### config.mk
export PLATFORM = sky130hd
export DESIGN_NAME = memory_access_unit
export DESIGN_NICKNAME = d
export VERILOG_FILES = /design/src/rtl/memory_access_unit.sv
export SDC_FILE = /design/constraint.sdc
export NUM_CORES = 1
export LEC_CHECK = 0
export ABC_AREA = 1
export CORE_MARGIN = 5
export CORE_UTILIZATION = 50
export DETAILED_ROUTE_END_ITERATION = 10
export PLACE_DENSITY = 0.95
export RECOVER_POWER = 100
export SLEW_MARGIN = 30
export SYNTH_ARGS = -nofsm -noshare
export SYNTH_HDL_FRONTEND = slang
export SYNTH_SLANG_ARGS = --single-unit
### constraint.sdc
create_clock -name clk -period 2.6 [get_ports clk]
set_input_delay 0.52 -clock clk [delete_from_list [all_inputs] [get_ports clk]]
set_output_delay 0.52 -clock clk [all_outputs]
set_load 0.05 [all_outputs]
### src/rtl/memory_access_unit.sv
// memory_access_unit: load/store engine issuing one word-aligned req/ack bus transfer per request
module memory_access_unit #(
  parameter int TIMEOUT_CYCLES = 255
) (
  input  logic        clk,
  input  logic        reset,
  input  logic        memory_read,
  input  logic        memory_write,
  input  logic [2:0]  funct3,
  input  logic [31:0] address,
  input  logic [31:0] write_data,
  output logic [31:0] read_data,
  output logic        busy,
  output logic        done,
  output logic        err,
  output logic        bus_req,
  output logic        bus_we,
  output logic [31:0] bus_addr,
  output logic [3:0]  bus_wstrb,
  output logic [31:0] bus_wdata,
  input  logic        bus_ack,
  input  logic [31:0] bus_rdata
);
  typedef enum logic [1:0] {IDLE, WAIT, DONE} state_t;
  state_t state, next;
  logic        req, legal, f_ok, a_ok, timeout, err_r;
  logic [15:0] cnt;
  logic [2:0]  f3_r;
  logic [1:0]  a_r;
  logic [3:0]  strb;
  logic [31:0] wdata, ext;
  logic [7:0]  b;
  logic [15:0] h;
  always_comb begin
    req = memory_read | memory_write;
    f_ok = memory_write ? (funct3 inside {3'b000, 3'b001, 3'b010})
                        : (funct3 inside {3'b000, 3'b001, 3'b010, 3'b100, 3'b101});
    a_ok = funct3[1:0] == 2'b01 ? !address[0] :
           funct3[1:0] == 2'b10 ? address[1:0] == 2'b00 : 1'b1;
    legal = f_ok & a_ok;
    strb = funct3[1:0] == 2'b00 ? 4'b0001 << address[1:0] :
           funct3[1:0] == 2'b01 ? 4'b0011 << address[1:0] : 4'b1111;
    wdata = funct3[1:0] == 2'b00 ? {4{write_data[7:0]}} :
            funct3[1:0] == 2'b01 ? {2{write_data[15:0]}} : write_data;
    b = bus_rdata[{a_r, 3'b000} +: 8];
    h = bus_rdata[{a_r[1], 4'b0000} +: 16];
    ext = f3_r[1:0] == 2'b00 ? {{24{~f3_r[2] & b[7]}}, b} :
          f3_r[1:0] == 2'b01 ? {{16{~f3_r[2] & h[15]}}, h} : bus_rdata;
    timeout = cnt == 16'(TIMEOUT_CYCLES - 1);
    next = state;
    case (state)
      IDLE: next = req ? (legal ? WAIT : DONE) : IDLE;
      WAIT: next = (bus_ack || timeout) ? DONE : WAIT;
      default: next = IDLE;
    endcase
    busy = state == WAIT;
    bus_req = state == WAIT;
    done = state == DONE;
    err = done & err_r;
  end
  always_ff @(posedge clk) begin
    if (reset) begin
      state <= IDLE;
      cnt <= '0;
      err_r <= 1'b0;
      read_data <= '0;
      bus_we <= 1'b0;
      bus_addr <= '0;
      bus_wstrb <= '0;
      bus_wdata <= '0;
      f3_r <= '0;
      a_r <= '0;
    end else begin
      state <= next;
      if (state == IDLE && req) begin
        err_r <= !legal;
        if (legal) begin
          cnt <= '0;
          f3_r <= funct3;
          a_r <= address[1:0];
          bus_we <= memory_write;
          bus_addr <= {address[31:2], 2'b00};
          bus_wstrb <= strb & {4{memory_write}};
          bus_wdata <= wdata;
        end
      end
      if (state == WAIT) begin
        cnt <= cnt + 16'd1;
        err_r <= !bus_ack;
        if (bus_ack && !bus_we) read_data <= ext;
      end
    end
  end
endmodule

==> impl_metrics.csv, run 1 <==
group,metric,value,unit
status,status,"completed",
cells_and_area,drive_gt1_share,5.79,%
floorplan,die_w,123,um
cts,cts.sinks,123,
logic_synthesis,synthesis.area,0.00633,mm^2
floorplan,die_h,123,um
global_route,grt_max_degree,88,
cts,htree_levels,4,
job,drv_cap,0,
setup_path,crit_required,2.08,ns
timing,max_freq,0.431,GHz
setup_path,end_kind,"output port",
power_and_ir_drop,powerDensity,618,mW/mm^2
cells_and_area,n_antenna_cell,0,
timing,relSlewSlack,51.7,%
timing,fin_tns_setup,0,ns
power_and_ir_drop,total_power,0.00554,W
drt,drc,0,
drt,drtPass1Iterations,8,
power_and_ir_drop,power_leakage,4.15,nW
cts,root_buffer,"clkbuf_16",
min_path,min_path_type,"flip-flop to flip-flop",
floorplan,initial_core_util,50.6,%
cts,ctsHoldBuffers,0,
cells_and_area,finalNetCount,1291,
placed_design,place_area,0.00846,mm^2
floorplan,die_area,0.0150,mm^2
cts,cts_setup_buffers,0,
logic_synthesis,yosysWarnings,0,
cts,cts_buffers,17,
drt,drt-initial-drc-count,668,
setup_path,arrival,1.80,ns
drt,dr_total_vias,7054,
cts,cts_resized,0,
logic_synthesis,synthCells,996,
cells_and_area,layout_top_cell,"nand2_1",
timing,fin_skew,0.00598,ns
cts,tritoncts,"done",
drt,routed_wl,19700,um
placed_design,dpl.cell_count,1334,
placed_design,place_congestion,0.908,
timing,finalHoldViolations,0,
logic_synthesis,yosysChipArea,0.00633,mm^2
global_route,grt.overflow.total,0,
global_route,antenna_found_initial,0,
global_route,grt_pass1_wl,31300,um
timing,finalCriticalPeriod,2.32,ns
power_and_ir_drop,peakVddDrop,0.000443,V
job,log.warning_count,30,
setup_path,crit_path_max_fanout,4,
timing,period_used_share,89.3,%
cts,cts_max_path_buffers,2,
cts,clk_latency,0.41,ns
setup_path,critical_path_class,"flip-flop to output port",
setup_path,start_kind,"flip-flop",
logic_synthesis,largest_area_cell,"dfxtp_1",
logic_synthesis,avgSynthCellArea,6.36,um^2
timing,setup_violations,0,
logic_synthesis,ys_seq_elements,123,
logic_synthesis,area_leaders,"dfxtp_1, nand2_1, a21oi_1",
cells_and_area,lay_top_cells,"nand2_1, dfxtp_1, inv_1",
placed_design,place_hpwl,14200,um
logic_synthesis,yosys_cells,996,
global_route,grt_pass1_vias,6693,
timing,tightest_slew,0.723,ns
drt,via_per_inst,5.18,
drt,drtAntennaViolNets,0,
logic_synthesis,yosysUniqueCellTypes,32,
logic_synthesis,yosysSeqAreaShare,38.9,%
logic_synthesis,top_cell_area_share,38.9,%
cells_and_area,fin_cells,1363,
cts,path_clk_slew,0.05,ns
timing,slew_violations,0,
timing,rsz0062_at_grt,"no",
-- run 1: state kept, by name (all words and copies together), names as in the netlist --
| signal | flops |
|---|---|
| err_r | 1 |
| state | 2 |
| cnt | 16 |
| f3_r | 3 |
| bus_wdata | 32 |
| bus_we | 1 |
| bus_wstrb | 4 |
| bus_addr | 30 |
| read_data | 32 |
| a_r | 2 |
-- run 1: cell usage after synthesis (all sizes together) --
cell,count
a21oi,103
buf,39
clkbuf,17
clkinv,1
conb,1
dfxtp,123
ha,6
inv,114
nand2,353
nand3,77
nand4,4
nor2,102
nor3,9
nor3b,1
o211ai,3
o21ai,41
o21bai,1
or2,1
-- run 1: final cells by class --
cell class,count,area (um^2)
fill,996,3550
multi-input combinational,703,3090
sequential,123,2460
timing repair buffer,221,2200
clock buffer,21,460
inverter,115,438
tap,172,215
clock inverter,8,96.3
-- run 1: cell families (layout without fill, tap and decap cells) --
group,Yosys count,after routing,synth area share [%]
AND-OR/OR-AND,148,148,12.5
adder cells (fa/ha/maj),6,6,1.19
buffers and inverters,171,365,11.8
flip-flops,123,123,38.9
other,1,2,0.0592
AND/OR/NAND/NOR,547,547,35.6
-- run 1: metrics by stage --
stage | hold slack, ns | utilization [%] | worst slack [ns]
CTS | 0.463 | 72.0 | 0.311
detailed placement | 0.458 | 67.6 | 0.127
finish | 0.459 | 71.6 | 0.279
global placement | 0.451 | 67.6 | 0.204
global route | 0.481 | 71.6 | 0.123
floorplan | 0.444 | - | 0.660
-- run 1: layer usage --
metal	part of all wire, %	global-route usage [%]	routed length, um	vias to the layer above
met4	3.1	10.1	619	0
met2	49	44.6	9580	351
met3	10	9.91	1990	62
li1	-	-	-	3466
met5	0	0	0	-
met1	38	29.4	7540	3175
-- run 1: report_power, final --
| group | internal [W] | switching [W] |
|---|---|---|
| logic | 0.000431 | 0.000806 |
| registers | 0.00199 | 0.0000654 |
| clock network | 0.00144 | 0.000815 |
| total | 0.00386 | 0.00169 |
-- run 1: critical path, stage by stage (launching register included) --
cell,delay (ns)
dfxtp_1,0.34
nor3_1,0.17
dlygate4sd3_1,0.89
-- run 1: final timing paths --
| kind | start | slack [ns] | cells past startpoint | end |
|---|---|---|---|---|
| hold reg to reg | bus_addr[24] | 0.46 | 2 | bus_addr[24] |
| hold / removal | bus_addr[24] | 0.46 | 2 | bus_addr[24] |
| setup reg to reg | f3_r[1] | 0.36 | 6 | read_data[22] |
| setup / recovery | state[0] | 0.28 | 2 | err |
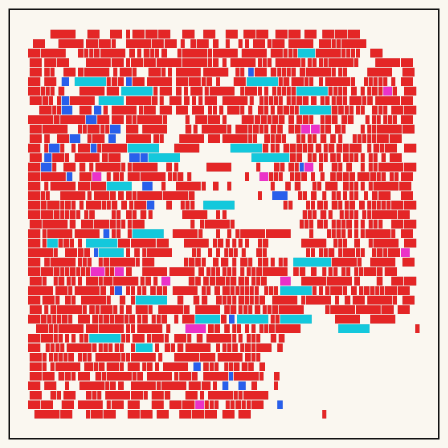
*Drive-strength map, run 1*
cyan -> _6 and larger  # cells 26, share 2.2%
blue -> _2 cells  # cells 30, share 2.5%
red -> _0 and _1 cells  # cells 1,122, share 94%
magenta -> _3 and _4 cells  # cells 13, share 1.1%
Final WS setup: 0.279 ns
Area growth syn-to-layout: 41.6%

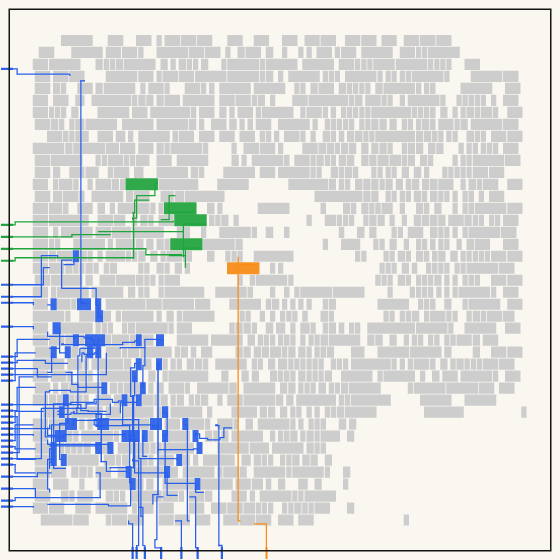
*Port wiring, run 1*
blue -> write_data  # bits 32, direction input, edge 25 left, 7 bottom, end cells 53, buffers 32, wire 1,150 um
orange -> bus_we  # bits 1, direction output, edge bottom, end cells 1, buffers 1, wire 73.3 um
green -> bus_wstrb  # bits 4, direction output, edge left, end cells 4, buffers 4, wire 217 um
Top-Level Pins: 209
Port Buffers: 206

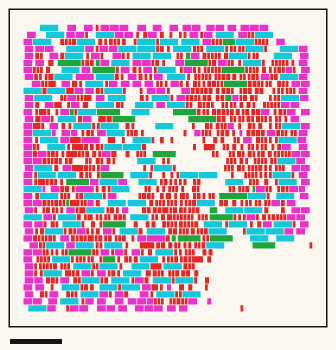
*Placed cells, one color a class, run 1*
The bar under the picture is 20 um long.
red -> combinational and other logic  # cells 818
magenta -> other buffers and delay cells  # cells 221
cyan -> flops  # cells 123
green -> clock drivers and dummy loads  # cells 29
final instance area: 0.00896 mm^2
Final Util: 71.6%
Core Rows: 41
Seq/total area: 27.5%
Core Box Area: 0.0125 mm^2

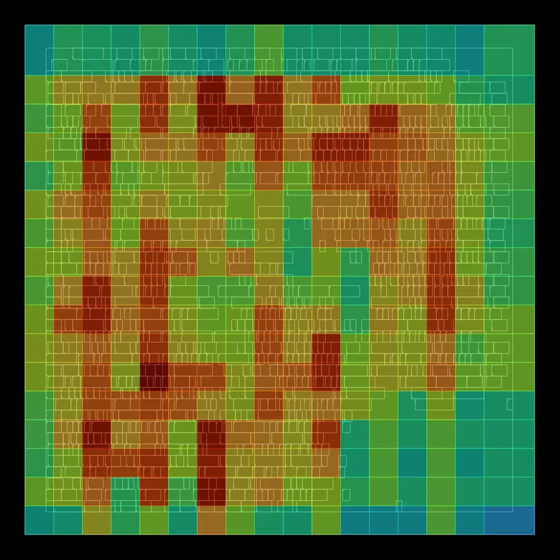
*Track usage over the die, run 1*
Overall Global Routing Usage: 26.1%
met2 Usage GRT: 44.6%
wire per inst: 14.5 um
met1 GRT Util: 29.4%
Most Crowded Layer GR: met2

==> inputs of run 2 (changes only) <==
CORE_UTILIZATION = 47   (was 50)
GPL_TIMING_DRIVEN = 0   (was default)
PLACE_DENSITY = 0.92   (was 0.95)
clock period = 2.35 ns   (was 2.6 ns; I/O delays follow)
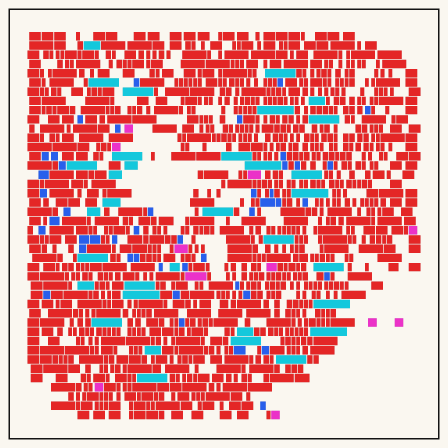
*Drive-strength map, run 2*
cyan -> _6 and larger  # cells 33, share 2.7%
blue -> _2 cells  # cells 45, share 3.6%
magenta -> _3 and _4 cells  # cells 11, share 0.89%
red -> _0 and _1 cells  # cells 1,144, share 93%
final instance area: 0.00923 mm^2
buffers outside the clock class: 260
Area growth syn-to-layout: 45.9%

==> impl_metrics.csv, run 2 <==
group,metric,value,unit
cts,path_clk_slew,0.06,ns
drt,via_per_inst,5.20,
drt,drt-initial-drc-count,709,
cells_and_area,n_antenna_cell,0,
power_and_ir_drop,powerDensity,735,mW/mm^2
cells_and_area,sequential_cell_area,0.00246,mm^2
global_route,grt_pass1_wl,34500,um
min_path,min_from,"bus_addr[26]",
min_path,worstHoldEndpoint,"bus_addr[26]",
min_path,min_path_type,"flip-flop to flip-flop",
drt,avgRoutedWirePerCell,15.3,um
cts,ctsHoldBuffers,0,
global_route,track_usage,26.7,%
cts,cts_buffers,17,
timing,finalHoldViolations,0,
setup_path,end_kind,"output port",
setup_path,arrival,1.85,ns
cts,tritoncts,"done",
timing,period_used_share,98.6,%
setup_path,crit_required,1.88,ns
floorplan,die_area,0.0159,mm^2
status,status,"completed",
setup_path,cp_cell_sequence,"inv_2 -> nor2_1 -> clkdlybuf4s50_1",
logic_synthesis,largest_area_cell,"dfxtp_1",
global_route,grt.overflow.total,0,
timing,max_freq,0.431,GHz
cts,clk_latency,0.43,ns
floorplan,die_w,126,um
power_and_ir_drop,peakVddDrop,0.000499,V
setup_path,critPathSlowestCell,"clkdlybuf4s50_1",
global_route,antenna_found_initial,0,
drt,drc,0,
setup_path,start_kind,"flip-flop",
power_and_ir_drop,sw_frac_of_total,29.0,%
power_and_ir_drop,pwr-share-comb,21.0,%
timing,fin_tns_setup,0,ns
logic_synthesis,area_leaders,"dfxtp_1, nand2_1, a21oi_1",
cts,cts.sinks,123,
power_and_ir_drop,power_leakage,4.31,nW
placed_design,place_hpwl,15700,um
logic_synthesis,synthesis.area,0.00633,mm^2
drt,drtAntennaViolNets,0,
logic_synthesis,yosysUniqueCellTypes,32,
logic_synthesis,avgSynthCellArea,6.36,um^2
floorplan,die_h,126,um
cells_and_area,drive_gt1_share,7.22,%
drt,dr_total_vias,7325,
logic_synthesis,edf_count,0,
power_and_ir_drop,total_power,0.00678,W
floorplan,initial_core_util,47.8,%
cells_and_area,layout_top_cell,"nand2_1",
setup_path,cpPeakStageDelay,0.85,ns
drt,routed_wl,21600,um
floorplan,rows,42,
cells_and_area,logic_area,0.00309,mm^2
setup_path,r2r_start,"state[0]",
power_and_ir_drop,power.switching,0.00197,W
cells_and_area,lay_top_cells,"nand2_1, dfxtp_1, inv_1",
logic_synthesis,yosysWarnings,0,
logic_synthesis,ys_top_cells_by_count,"nand2_1, dfxtp_1, inv_1",
timing,fin_skew,0.00654,ns
floorplan,core,0.0132,mm^2
floorplan,boundaryPins,209,
timing,tightest_slew,0.899,ns
cts,htree_levels,4,
power_and_ir_drop,p_clk_share,45.7,%
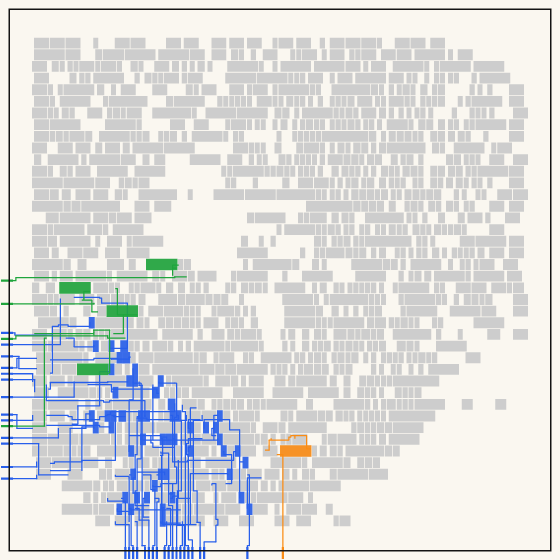
*Port wiring, run 2*
blue -> write_data  # bits 32, direction input, edge 19 bottom, 13 left, end cells 53, buffers 32, wire 1,200 um
orange -> bus_we  # bits 1, direction output, edge bottom, end cells 1, buffers 1, wire 41.4 um
green -> bus_wstrb  # bits 4, direction output, edge left, end cells 4, buffers 4, wire 179 um
Port Buffers: 204

==> run 2: layout make-up <==
class                      count  share of cell area (%)
multi-input combinational    703                    33.5
clock buffer                  22                    5.35
sequential                   123                    26.7
timing repair buffer         204                    22.0
tap                          176                    2.39
clock inverter                10                    2.26
buffer                        56                    3.10
inverter                     115                    4.74
==> run 2: kinds of logic after synthesis <==
kind of cell	count (synthesis)	synth area share, %
AND/OR/NAND/NOR	547	35.6
buffers and inverters	171	11.8
AND-OR/OR-AND	148	12.5
flip-flops	123	38.9
adder cells (fa/ha/maj)	6	1.19
other	1	0.0592
==> run 2: how the worst max path moves through the flow <==
stage,depth (start not counted),end,startpoint
after floorplan,1,err,state[0]
after CTS,3,done,state[1]
after detailed placement,10,bus_addr[9],address[0]
final,3,done,state[1]
after global placement,5,busy,state[0]
after global routing,3,done,state[1]
==> run 2: what timing repair did <==
item                                    in CTS  in global routing
pin swaps                                    0                  0
endpoints found under the setup margin       3                  1
resized                                      8                  2
cloned                                       0                  0
buffers inserted                             0                  0
==> run 2: layer usage <==
| metal | global-route usage, % | part of all wire (%) |
|---|---|---|
| met1 | 30.7 | 40 |
| met4 | 12.9 | 4.5 |
| met3 | 10.1 | 9.9 |
| met2 | 43.6 | 46 |
| met5 | 0 | 0 |
==> run 2: power by group through the flow <==
stage	combinational [W]	clock, W	sequential (W)
after floorplan	0.000557	0	0.00264
after global placement	0.00144	0	0.00230
after detailed placement	0.00146	0	0.00230
after CTS	0.00147	0.00312	0.00226
after global routing	0.00153	0.00322	0.00227
final	0.00143	0.00310	0.00226
==> run 2: critical path: cells and delay by family, from the launching register on <==
kind                   cells  cell delay (ns)
buffers and inverters      2             0.91
DFF                        1             0.34
and+or+nand+nor            1             0.17
==> run 2: stage by stage <==
step | utilization [%] | hold slack, ns | worst slack [ns] | std cells | cell area [um^2]
finish | 69.7 | 0.458 | 0.0324 | 1409 | 9230
global placement | 64.9 | 0.449 | -0.0188 | 1377 | 8600
detailed placement | 64.9 | 0.456 | -0.0653 | 1377 | 8600
CTS | 70.2 | 0.462 | 0.0385 | 1409 | 9300
global route | 69.7 | 0.474 | 0.00208 | 1409 | 9230
floorplan | - | 0.444 | 0.460 | 997 | 6330
==> inputs of run 3 (changes only) <==
PLACE_DENSITY = 0.82   (was 0.92)
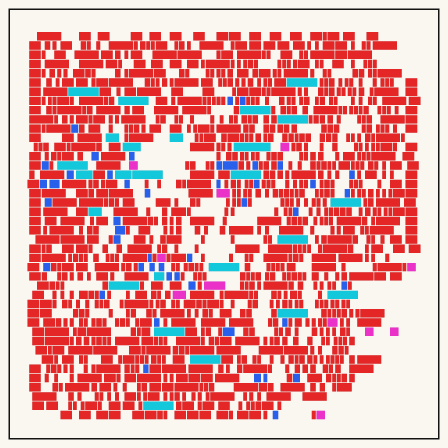
*Drive-strength map, run 3*
blue -> _2 cells  # cells 46, share 3.7%
cyan -> _6 and larger  # cells 25, share 2.0%
magenta -> _3 and _4 cells  # cells 11, share 0.89%
red -> _0 and _1 cells  # cells 1,149, share 93%
final instance area: 0.00906 mm^2
Area growth syn-to-layout: 43.2%
Final WS setup: 0.0951 ns

==> impl_metrics.csv, run 3 <==
group,metric,value,unit
cells_and_area,finalNetCount,1330,
cts,path_clk_slew,0.06,ns
cts,cts.sinks,123,
cells_and_area,layout_top_cell,"nand2_1",
timing,finalHoldViolations,0,
floorplan,die_w,126,um
timing,period_used_share,96.0,%
logic_synthesis,yosysSeqAreaShare,38.9,%
global_route,grt_max_degree,17,
floorplan,rows,42,
logic_synthesis,synthesis.area,0.00633,mm^2
logic_synthesis,synthArstFlopShare,0,%
logic_synthesis,yosys_cells,996,
timing,rsz0062_at_grt,"no",
logic_synthesis,yosysUniqueCellTypes,32,
setup_path,r2r_start,"state[0]",
cts,cts_max_path_buffers,2,
floorplan,initial_core_util,47.8,%
cts,htree_levels,4,
cts,tritoncts,"done",
min_path,worstHoldEndpoint,"bus_addr[29]",
timing,slew_violations,0,
drt,drtAntennaViolNets,0,
min_path,hold_depth,2,
global_route,antenna_found_initial,1,
timing,setup_violations,0,
logic_synthesis,ys_seq_elements,123,
global_route,track_usage,25.7,%
logic_synthesis,yosysWarnings,0,
floorplan,die_h,126,um
setup_path,critical_path_class,"flip-flop to output port",
logic_synthesis,area_leaders,"dfxtp_1, nand2_1, a21oi_1",
placed_design,place_congestion,0.912,
setup_path,crit_path_max_fanout,4,
cells_and_area,top_regs,"bus_wdata x32, read_data x32, bus_addr x30",
setup_path,arrival,1.78,ns
logic_synthesis,edf_count,0,
job,log.warning_count,30,
setup_path,crit_required,1.88,ns
logic_synthesis,top_cell_area_share,38.9,%
logic_synthesis,synthCells,996,
setup_path,critPathSlowestCell,"clkdlybuf4s50_1",
timing,relSlewSlack,50.0,%
cells_and_area,n_antenna_cell,0,
job,drv_cap,0,
status,status,"completed",
power_and_ir_drop,powerDensity,672,mW/mm^2
min_path,min_path_type,"flip-flop to flip-flop",
drt,drtPass1Iterations,6,
floorplan,die_area,0.0159,mm^2
setup_path,start_kind,"flip-flop",
cts,cts_buffers,17,
timing,fin_hold_ws,0.456,ns
setup_path,reg2reg_depth,6,
cts,clk_latency,0.42,ns
global_route,grt.overflow.total,0,
placed_design,portBuffers,204,
logic_synthesis,avgSynthCellArea,6.36,um^2
logic_synthesis,largest_area_cell,"dfxtp_1",
cts,ctsHoldBuffers,0,
logic_synthesis,ff_type,"dfxtp_1",
min_path,min_from,"bus_addr[29]",
power_and_ir_drop,power_leakage,4.23,nW
floorplan,boundaryPins,209,
logic_synthesis,ys_top_cells_by_count,"nand2_1, dfxtp_1, inv_1",
timing,finalCriticalPeriod,2.25,ns
timing,max_freq,0.443,GHz
global_route,grt_pass1_vias,6706,
logic_synthesis,yosysChipArea,0.00633,mm^2
setup_path,reg2reg_to,"read_data[2]",
cells_and_area,fin_cells,1407,
placed_design,place_hpwl,15300,um
timing,fin_skew,0.00701,ns
drt,routed_wl,20800,um
timing,tightest_slew,0.745,ns
setup_path,cp_cell_sequence,"inv_2 -> nor3_1 -> clkdlybuf4s50_1",
setup_path,r2r_slack,0.35,ns
drt,drt-initial-drc-count,468,
setup_path,cpPeakStageDelay,0.83,ns
cells_and_area,drive_gt1_share,6.66,%
drt,drc,0,
power_and_ir_drop,peakVddDrop,0.000661,V
drt,via_per_inst,5.02,
floorplan,core,0.0132,mm^2
setup_path,end_kind,"output port",
cells_and_area,lay_top_cells,"nand2_1, dfxtp_1, inv_1",
placed_design,dpl.cell_count,1377,
cts,root_buffer,"clkbuf_16",
global_route,grt_pass1_wl,33400,um
logic_synthesis,yosysMostFrequentCell,"nand2_1",
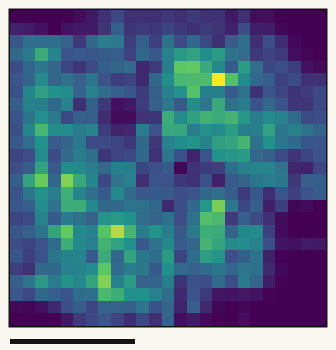
*Wiring heat map, run 3*
The bar under the picture is 50 um long. 25 x 25 tiles, from dark purple (low) to yellow (high), scaled to the fullest tile. Values are wire area over tile area, all layers added.
emptiest ninth of the die = lower right
tiles over half the peak = 13%
fullest tile = 0.75
densest ninth of the die = middle left
nearly empty tiles = 10%
wire per inst: 14.8 um
via count: 7,066

==> run 3: cell counts after synthesis <==
No cell type changed its count.
==> run 3: what timing repair did <==
item / CTS / global route
endpoints found under the setup margin: 2 / 1
buffers inserted: 0 / 0
gates resized: 7 / 2
==> run 3: per-layer routing <==
| layer | track usage (%) | wire (um) |
|---|---|---|
| met2 | 42.8 | 9890 |
| met4 | 7.70 | 418 |
| met5 | 0 | 7 |
| met3 | 10.5 | 2160 |
| met1 | 30.5 | 8310 |
==> run 3: worst max path at each step <==
stage,start,to,slack [ns]
after floorplan,state[0],err,0.46
after global placement,state[0],busy,-0.03
after detailed placement,state[1],busy,-0.03
after CTS,state[0],bus_req,0.04
after global routing,state[1],busy,0.03
final,state[1],err,0.1
==> run 3: cell type report <==
| class | count | area (um^2) |
|---|---|---|
| plain buffers | 56 | 288 |
| clock buffers | 22 | 464 |
| clock inverters | 8 | 71.3 |
| fillers | 1231 | 4180 |
| inverters | 115 | 438 |
| multi-input cells | 703 | 3080 |
| flip-flops and latches | 123 | 2460 |
| well taps | 176 | 220 |
| repair buffers | 204 | 2030 |
==> run 3: report_power, final <==
part	switching (W)	total [W]	internal, W
Sequential	0.0000597	0.00226	0.00220
Clock	0.000928	0.00241	0.00149
Combinational	0.000924	0.00141	0.000490
Total	0.00191	0.00609	0.00418
==> run 3: logic make-up after synthesis <==
| family | count (synthesis) | synth area share, % |
|---|---|---|
| compound gates | 148 | 12.5 |
| fa+ha+maj | 6 | 1.19 |
| buf+inv | 171 | 11.8 |
| flops | 123 | 38.9 |
| other cells | 1 | 0.0592 |
| simple gates | 547 | 35.6 |
==> run 3: critical path, delay by kind of cell, from the launching register on <==
family                 cells  cell delay [ns]
AND/OR/NAND/NOR            1             0.13
buffers and inverters      2             0.89
flip-flops                 1             0.35
==> run 3: through the flow <==
| stage | utilization (%) | total power [W] | setup WS, ns | setup TNS, ns | instance area (um^2) |
|---|---|---|---|---|---|
| after floorplan | - | 0.00319 | 0.460 | 0 | 6330 |
| after global placement | 64.9 | 0.00374 | -0.0251 | -0.0251 | 8600 |
| after detailed placement | 64.9 | 0.00376 | -0.0304 | -0.0557 | 8600 |
| after CTS | 68.9 | 0.00616 | 0.0374 | 0 | 9130 |
| after global routing | 68.4 | 0.00632 | 0.0293 | 0 | 9060 |
| final | 68.4 | 0.00609 | 0.0951 | 0 | 9060 |
No activity file was given, so power comes from the tool's default toggle rates.
